$ cat src/rtl/dmem_arbiter.sv
// Two-port data-memory arbiter: registered grant, round-robin tie-break, bounded hold.
// Optional contention counter on stall_cnt is enabled by defining DMEM_ARB_STATS_EN.
module dmem_arbiter #(
    parameter int MAX_HOLD = 4,
    parameter int ADDR_W   = 32,
    parameter int STAT_W   = 16
) (
    input  logic              clk,
    input  logic              reset,
    input  logic              req0,
    input  logic              req1,
    input  logic              we0,
    input  logic              we1,
    input  logic [ADDR_W-1:0] addr0,
    input  logic [ADDR_W-1:0] addr1,
    input  logic [31:0]       wdata0,
    input  logic [31:0]       wdata1,
    input  logic [3:0]        wmask0,
    input  logic [3:0]        wmask1,
    output logic              ready0,
    output logic              ready1,
    output logic [31:0]       rdata0,
    output logic [31:0]       rdata1,
    output logic              mem_we,
    output logic [ADDR_W-1:0] mem_addr,
    output logic [31:0]       mem_wdata,
    output logic [3:0]        mem_wmask,
    input  logic [31:0]       mem_rdata,
    output logic [STAT_W-1:0] stall_cnt,
    output logic [1:0]        dbg_state
);

    localparam logic [1:0] IDLE = 2'd0;
    localparam logic [1:0] OWN0 = 2'd1;
    localparam logic [1:0] OWN1 = 2'd2;

    localparam int          HW       = (MAX_HOLD > 1) ? $clog2(MAX_HOLD) : 1;
    localparam logic [HW-1:0] HOLD_MAX = HW'(MAX_HOLD - 1);

    logic [1:0]    state, state_nxt;
    logic          last_owner, last_owner_nxt;
    logic [HW-1:0] hold_cnt, hold_cnt_nxt;

    // Handshake: a transfer on port N completes at the rising edge where reqN & readyN.
    // readyN depends only on the registered state, so the requester may hold its
    // fields and sample rdataN anywhere in the cycle.
    always_comb begin
        state_nxt      = state;
        last_owner_nxt = last_owner;
        hold_cnt_nxt   = hold_cnt;
        case (state)
            IDLE: begin
                hold_cnt_nxt = '0;
                if (req0 && req1)
                    state_nxt = last_owner ? OWN0 : OWN1;
                else if (req0)
                    state_nxt = OWN0;
                else if (req1)
                    state_nxt = OWN1;
            end
            OWN0: begin
                if (req1 && (!req0 || hold_cnt == HOLD_MAX)) begin
                    state_nxt      = OWN1;
                    hold_cnt_nxt   = '0;
                    last_owner_nxt = 1'b0;
                end else if (req0) begin
                    if (hold_cnt != HOLD_MAX)
                        hold_cnt_nxt = hold_cnt + HW'(1);
                end else begin
                    state_nxt      = IDLE;
                    hold_cnt_nxt   = '0;
                    last_owner_nxt = 1'b0;
                end
            end
            OWN1: begin
                if (req0 && (!req1 || hold_cnt == HOLD_MAX)) begin
                    state_nxt      = OWN0;
                    hold_cnt_nxt   = '0;
                    last_owner_nxt = 1'b1;
                end else if (req1) begin
                    if (hold_cnt != HOLD_MAX)
                        hold_cnt_nxt = hold_cnt + HW'(1);
                end else begin
                    state_nxt      = IDLE;
                    hold_cnt_nxt   = '0;
                    last_owner_nxt = 1'b1;
                end
            end
            default: begin
                state_nxt    = IDLE;
                hold_cnt_nxt = '0;
            end
        endcase
    end

    always_ff @(posedge clk or posedge reset) begin
        if (reset) begin
            state      <= IDLE;
            last_owner <= 1'b1;
            hold_cnt   <= '0;
        end else begin
            state      <= state_nxt;
            last_owner <= last_owner_nxt;
            hold_cnt   <= hold_cnt_nxt;
        end
    end

    assign ready0    = (state == OWN0);
    assign ready1    = (state == OWN1);
    assign dbg_state = state;

    // Bus fields follow the owner; an async reset forces IDLE so the bus drops at once.
    always_comb begin
        mem_we    = 1'b0;
        mem_addr  = '0;
        mem_wdata = '0;
        mem_wmask = '0;
        rdata0    = '0;
        rdata1    = '0;
        if (state == OWN0) begin
            mem_we    = we0 & req0;
            mem_addr  = addr0;
            mem_wdata = wdata0;
            mem_wmask = wmask0;
            rdata0    = mem_rdata;
        end else if (state == OWN1) begin
            mem_we    = we1 & req1;
            mem_addr  = addr1;
            mem_wdata = wdata1;
            mem_wmask = wmask1;
            rdata1    = mem_rdata;
        end
    end

`ifdef DMEM_ARB_STATS_EN
    logic [STAT_W-1:0] stall_q;

    always_ff @(posedge clk or posedge reset) begin
        if (reset)
            stall_q <= '0;
        else if (((req0 && !ready0) || (req1 && !ready1)) && (stall_q != '1))
            stall_q <= stall_q + STAT_W'(1);
    end

    assign stall_cnt = stall_q;
`else
    assign stall_cnt = '0;
`endif

endmodule

$ cat config.mk
export PLATFORM = sky130hd
export DESIGN_NAME = dmem_arbiter
export DESIGN_NICKNAME = d
export VERILOG_FILES = /design/src/rtl/dmem_arbiter.sv
export SDC_FILE = /design/constraint.sdc
export NUM_CORES = 1
export LEC_CHECK = 0
export ABC_AREA = 1
export CAP_MARGIN = 20
export CORE_AREA = 2 2 128 130
export CTS_CLUSTER_DIAMETER = 50
export DETAILED_ROUTE_END_ITERATION = 8
export DIE_AREA = 0 0 130 132
export PLACE_DENSITY = 0.58
export SYNTH_ARGS = -nofsm -noshare
export SYNTH_HDL_FRONTEND = slang
export SYNTH_SLANG_ARGS = --single-unit
$ cat constraint.sdc
create_clock -name clk -period 2.2 [get_ports clk]
set_clock_uncertainty 0.15 [all_clocks]
set_input_delay 0.22 -clock clk [delete_from_list [all_inputs] [get_ports clk]]
set_output_delay 0.22 -clock clk [all_outputs]
set_load 0.1 [all_outputs]
==> run summary, run 1 <==
This note records the results obtained with Yosys and OpenROAD.

Drt
The residual DRC count is 0. The number of vias per cell after detailed routing is 4.00. For this run, the detailed router's first-pass iteration total came to 4. The average wire length per cell after detail routing is 14.3 µm.

Global routing
The initial antenna violation count is 0. After global routing the overflow that remains totals 0.

Cells and area
The layout buffer count excluding clock buffers is 332. The number of inserted diodes is 0. The sequential portion of the cell area is 1.64%. At the end of the flow the core is filled with cells to 52.1%.

The number of multi-input logic gates is 359. The logic area is 2610 µm². Per the cell usage report, the commonest logic cells after layout are 173 x sky130_fd_sc_hd__clkdlybuf4s50_1, 141 x sky130_fd_sc_hd__buf_12, 116 x sky130_fd_sc_hd__nand2_1.

In this run the layout overhead on the synthesized area is reported as 304%. Sequential cells placed in the final layout were counted as 5. The filler cells instantiated in the layout total 1,432. The number of standard cells in the layout, taps in and fillers out is 957. The sequential cell area is 134 µm². The layout net count is 920.

Die
The chip width is 130 µm. The die area is 17,200 µm². The die is 132 µm tall. The flow inserted 216 tap cells. The floorplan has 46 rows.

Synthesis
Summing every instance area after synthesis gives 2030 µm². The number of cell instances after yosys synthesis is 440. Warnings reported by Yosys during synthesis add up to 0. The sequential element share of the synthesized area is 6.23%. The commonest cells after synthesis are 221 x sky130_fd_sc_hd__nand2_1, 74 x sky130_fd_sc_hd__nand3_1, 40 x sky130_fd_sc_hd__inv_1, 35 x sky130_fd_sc_hd__nor2_1, 21 x sky130_fd_sc_hd__buf_2. The total of flip-flops plus latches after synthesis is 5. The number of instances in the synthesized netlist is 440.

The cell type with the highest aggregate area in the netlist is sky130_fd_sc_hd__nand2_1. The synthesized area per cell is 4.61 µm². The post-synth count of flops with an enable pin is 0. After synthesis, the chip area reported by Yosys is 2030 µm².

Critical path
At the worst endpoint, the required time is 1.83 ns. The count of buffer and inverter cells on the critical path is 4. On the critical path the largest part of the delay comes from buffers and inverters. The worst setup path is launched from a register.

The cell with the largest stage delay on the worst path is sky130_fd_sc_hd__dfrtp_4. The worst endpoint data arrival time is 1.75 ns. Listed in order, past its start point the critical path passes inv_2 -> ha_4 -> buf_12 -> clkbuf_16 -> nand2_1 -> nand2_4 -> buf_12. The maximum fanout encountered on the critical timing path is 15. The critical path is of the register to output pin type. The category of the worst setup path capture point is an output pin.

Timing
The final-report setup violation count is 0. The achievable clock frequency is 0.472 GHz. Final hold analysis gives a worst-case slack of 0.0533 ns. Setup repair after global routing left no endpoint under its margin. Per the final report, max-transition violations number 0.

Run
The logs give a warning total of 31.

Place
The global placer's final weighted congestion is 0.766. OpenSTA, run right after detailed placement, puts the worst setup slack at 0.184 ns. The wire-length estimate of the detail-placed layout is 11.1 mm. Once placement completed, the tool counted placed cells totaling 942.

Clock network
Looking at the clock tree report, the maximum root-to-sink buffer count equals 2. The count of H-tree levels built during CTS is 1. The clock transition at the registers of the reported paths is 0.03 ns.

Run status
The flow ran to the end, and the final reports show no timing, DRC or antenna violations.
-- run 1: cell families (layout without fill, tap and decap cells) --
kind of cell / Yosys count / after routing / share of synthesized area [%]
flip-flops: 5 / 5 / 6.23
AND-OR/OR-AND: 4 / 4 / 1.17
AND/OR/NAND/NOR: 335 / 335 / 67.2
other: 1 / 16 / 0.185
adder cells (fa/ha/maj): 4 / 4 / 2.47
buffers and inverters: 91 / 377 / 22.8
-- run 1: flip-flops by register name (all words and copies together) (netlist names) --
| register | cells |
|---|---|
| hold_cnt | 2 |
| dbg_state | 2 |
| last_owner | 1 |
-- run 1: routing by layer --
metal,global-route usage [%],vias up,wire (µm),share of wire (%)
met1,16.3,1717,4960,36
met5,0,-,0,0
met4,2.03,0,131,0.96
met2,27.0,207,7390,54
met3,3.61,8,1230,9.0
li1,-,1899,-,-
-- run 1: worst paths after layout --
path                                            endpoint  slack [ns]  depth (start not counted)
worst max-delay path                        mem_addr[24]        0.08                          7
worst min-delay path               hold_cnt[1]$_DFF_PP0_        0.05                          2
worst max register to register  dbg_state[1]$_DFFE_PP0P_        0.49                         10
worst min register to register    last_owner$_DFFE_PP1P_        0.31                          2
max in group asynchronous         last_owner$_DFFE_PP1P_        1.60                          2
min in group clk                  last_owner$_DFFE_PP1P_        0.31                          2
-- run 1: what timing repair did --
action	CTS	global route
pin swaps	0	0
gates cloned	0	4
buffers inserted	0	7
resized	2	2
endpoints found under the hold margin	0	0
setup endpoints to repair	29	91
hold buffers	0	0
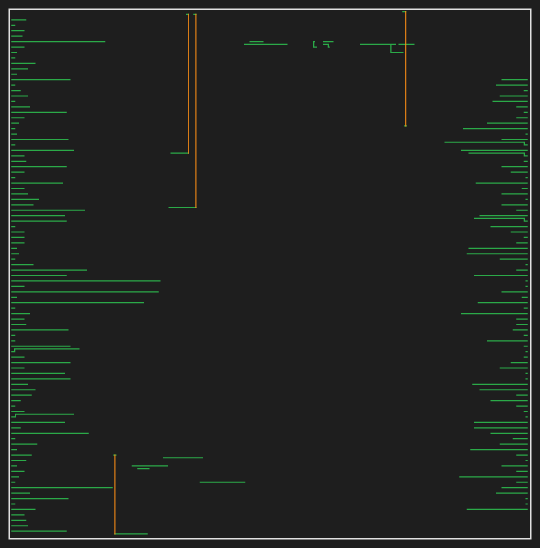
run_1/metal_stack.png
(4 px per µm) Two of the layers only.
color	layer	wire length
green	met3	1,230 µm
orange	met4	131 µm
Post-Route WL: 13.7 mm
GRT Resource Usage Total: 14.3%
routed vias: 3,831

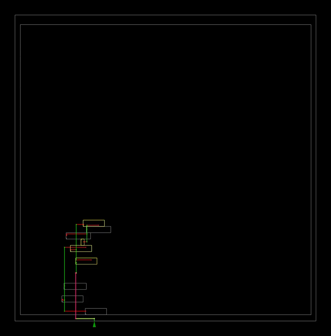
run_1/final_clocks.png
number of buffers inserted during clock tree synthesis: 3
number of sinks on the clock net: 5
Clk Latency, worst-skew pair: 0.23 ns

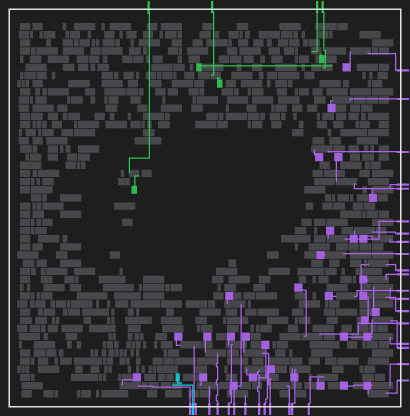
run_1/port_nets.png
(3 px per µm)
color	port	bits	direction	edge	end cells	buffers	wire
green	wmask1	4	input	north	4	4	176 µm
purple	rdata0	32	output	19 east, 13 south	32	32	610 µm
cyan	we0	1	input	south	1	1	17.1 µm
number of port buffers: 310
I/O Pins: 327

==> run 2: changes to the inputs <==
--- a/config.mk
+++ b/config.mk
@@ -6,11 +6,13 @@
 export NUM_CORES = 1
 export LEC_CHECK = 0
 export ABC_AREA = 1
+export ABC_CLOCK_PERIOD_IN_PS = 2200
 export CAP_MARGIN = 20
 export CORE_AREA = 2 2 128 130
 export CTS_CLUSTER_DIAMETER = 50
 export DETAILED_ROUTE_END_ITERATION = 8
 export DIE_AREA = 0 0 130 132
+export GPL_TIMING_DRIVEN = 0
 export PLACE_DENSITY = 0.58
 export SYNTH_ARGS = -nofsm -noshare
 export SYNTH_HDL_FRONTEND = slang
==> run 2 against run 1 <==
Count of clock-buffer cells in the layout down 1; register-to-register slack gained 0.11 ns; synthesized cell count is the same; non-clock buffer count rose by 37; area after synthesis is the same; cell count increased by 3.9%; global-route usage is 0.83 points higher; core utilization up 1.9 points; die area unchanged; critical endpoint is now rdata0[28].
==> run summary, run 2 <==
This note records the results obtained with Yosys and OpenROAD.

Run status
The flow ran to the end, and the final reports show no timing, DRC or antenna violations.

Synthesis
The share of the Yosys chip area taken by registers is 6.23%. The cell area after technology mapping is 2030 µm². The largest total area in the synthesized netlist belongs to sky130_fd_sc_hd__nand2_1. Counting flops with a built-in enable in the synthesized netlist gives 0. In the Yosys report the total cell count is 440. The proportion of synthesized flip-flops having asynchronous set or reset is 100%.

Counting instances in the post-synthesis netlist gives the leading cell types as 221 x sky130_fd_sc_hd__nand2_1, 74 x sky130_fd_sc_hd__nand3_1, 40 x sky130_fd_sc_hd__inv_1, 35 x sky130_fd_sc_hd__nor2_1, 21 x sky130_fd_sc_hd__buf_2. For reference, the post-synthesis area per instance comes to 4.61 µm². Per the synth log, the flip-flop and latch total comes to 5. The chip area line in the Yosys stat output reads 2030 µm². Synthesis produced 440 cells.

Critical path
The total stage count of the critical path is 8. The maximum fanout encountered on the critical timing path is 11. The end of the worst register-to-register path is hold_cnt[0]$_DFF_PP0_. The kind of cell adding the most delay to the critical path is buffers and inverters. The timing report notes that buffer and inverter cells on the critical path total 6. The nature of the critical path startpoint is a register. The flop-to-flop setup slack is 0.60 ns. The critical path in this run is classified as register to output pin. Per STA, the worst path is made up of inv_4 -> ha_4 -> buf_12 -> buf_12 -> buf_12 -> nand2_4 -> clkinvlp_4 -> buf_12. The worst endpoint data arrival time is 1.81 ns. The largest individual stage delay along the critical path comes from the cell sky130_fd_sc_hd__dfrtp_4. The category of the worst setup path capture point is an output pin.

Cells and area
In the finished design the tool counted flip-flops and latches totalling 5. The number of standard cells in the layout, taps in and fillers out is 994. Ranked by total area, the top cell class in this layout is non-clock buffers.

The area growth from synthesis to final layout is 318%. The number of antenna diodes in the final layout is 0. The top cell types in the final layout, fill and taps aside, are 173 x sky130_fd_sc_hd__clkdlybuf4s50_1, 115 x sky130_fd_sc_hd__nand2_1, 115 x sky130_fd_sc_hd__buf_12.

For this run, the post-layout net count is 957. Per the layout area report, the register area comes to 134 µm². The layout buffer count excluding clock buffers is 369. The final design utilization is 54.0%. The area taken by multi-input combinational cells is reported as 2740 µm². The sequential portion of the cell area is 1.58%. The number of filler cells placed in the layout is 1,425.

Global routing
For this run, the total global-route usage over all layers was measured as 15.1%. The initial antenna violation count is 0. The global route stage reports its total congestion overflow as 0.

Place
The final weighted congestion recorded by global placement is 0.790. The detailed placement HPWL is 11.7 mm. The worst-case setup slack after placement is -0.933 ns.

The placement stage leaves a total instance area of 6810 µm². In this run, placement finished with an instance count of 981.

Clock network
The deepest clock path buffer count is 2. The clock transition at the registers of the reported paths is 0.04 ns. The later pin in the worst-skew pair is clocked with a latency of 0.23 ns. TritonCTS created 3 clock buffers.

The clock net in this run drives a total of 5 sinks. In this run the number of H-tree levels came out at 1.

Die
The horizontal die dimension reported for this design is 130 µm. Before placement the cells fill 12.9% of the core. 327 I/O pins were placed. The vertical extent of the die is 132 µm. After floorplanning, the die was sized to cover 17,200 µm². The floorplan report lists the tap cell count as 216. The number of core rows is 46.

Drt
In the post-route report, total wirelength is listed as 15.0 mm. The residual DRC count is 0. The first-pass iteration count of the detailed router is 4. The total via count after detailed routing is 3,951.

In the final routed layout, each cell accounts on average for 15.1 µm. The number of vias per cell after detailed routing is 3.97.

Timing
The worst hold slack is 0.0373 ns. The max-slew violation total from the final report is 0. The worst setup margin is 0.0217 ns. The achievable clock frequency is 0.459 GHz.

Run
The tally of OpenROAD warnings is 32.
## run 2: cell counts after synthesis
Identical to the previous run, type by type.
## run 2: kinds of logic (layout without fill, tap and decap cells)
logic type / Yosys count / in the layout / synth area share, %
compound gates: 4 / 4 / 1.17
fa+ha+maj: 4 / 4 / 2.47
buf+inv: 91 / 414 / 22.8
simple gates: 335 / 335 / 67.2
flops: 5 / 5 / 6.23
other cells: 1 / 16 / 0.185
## run 2: worst max path at each step
stage / start / endpoint
after floorplan: dbg_state[0]$_DFFE_PP0P_ / rdata1[10]
after global placement: dbg_state[1]$_DFFE_PP0P_ / mem_addr[8]
after detailed placement: dbg_state[1]$_DFFE_PP0P_ / mem_addr[8]
after CTS: dbg_state[0]$_DFFE_PP0P_ / mem_addr[25]
after global routing: dbg_state[0]$_DFFE_PP0P_ / rdata1[27]
final: dbg_state[1]$_DFFE_PP0P_ / rdata0[28]
## run 2: repair_timing
item	4_1_cts	5_1_grt
endpoints found under the setup margin	137	135
endpoints found under the hold margin	0	0
gates resized	1053	190
gates cloned	0	6
setup buffers	1	2
hold buffers	0	0
pin swaps	0	4
## run 2: metal layers
metal	vias up	global-route usage (%)	part of all wire, %
li1	1993	-	-
met1	1761	16.7	35
met2	189	29.4	56
met3	8	3.90	8.2
met4	0	1.61	0.65
met5	-	0	0
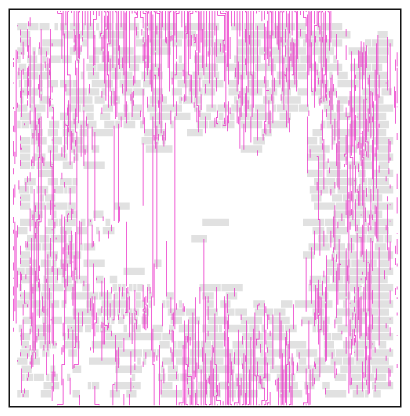
run_2/met2.png
(3 px per µm) Cells faint in the background.
main direction	vertical
share of all routed wire	56%
longest straight run	79.2 µm
nets with wire on the layer	803

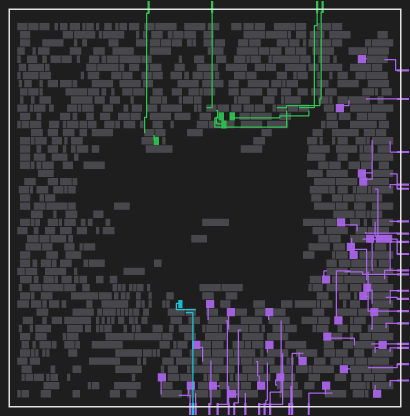
run_2/port_nets.png
(3 px per µm)
color	port	bits	direction	edge	end cells	buffers	wire
green	wmask1	4	input	north	4	4	233 µm
cyan	we0	1	input	south	1	1	42.5 µm
purple	rdata0	32	output	19 east, 13 south	32	32	574 µm

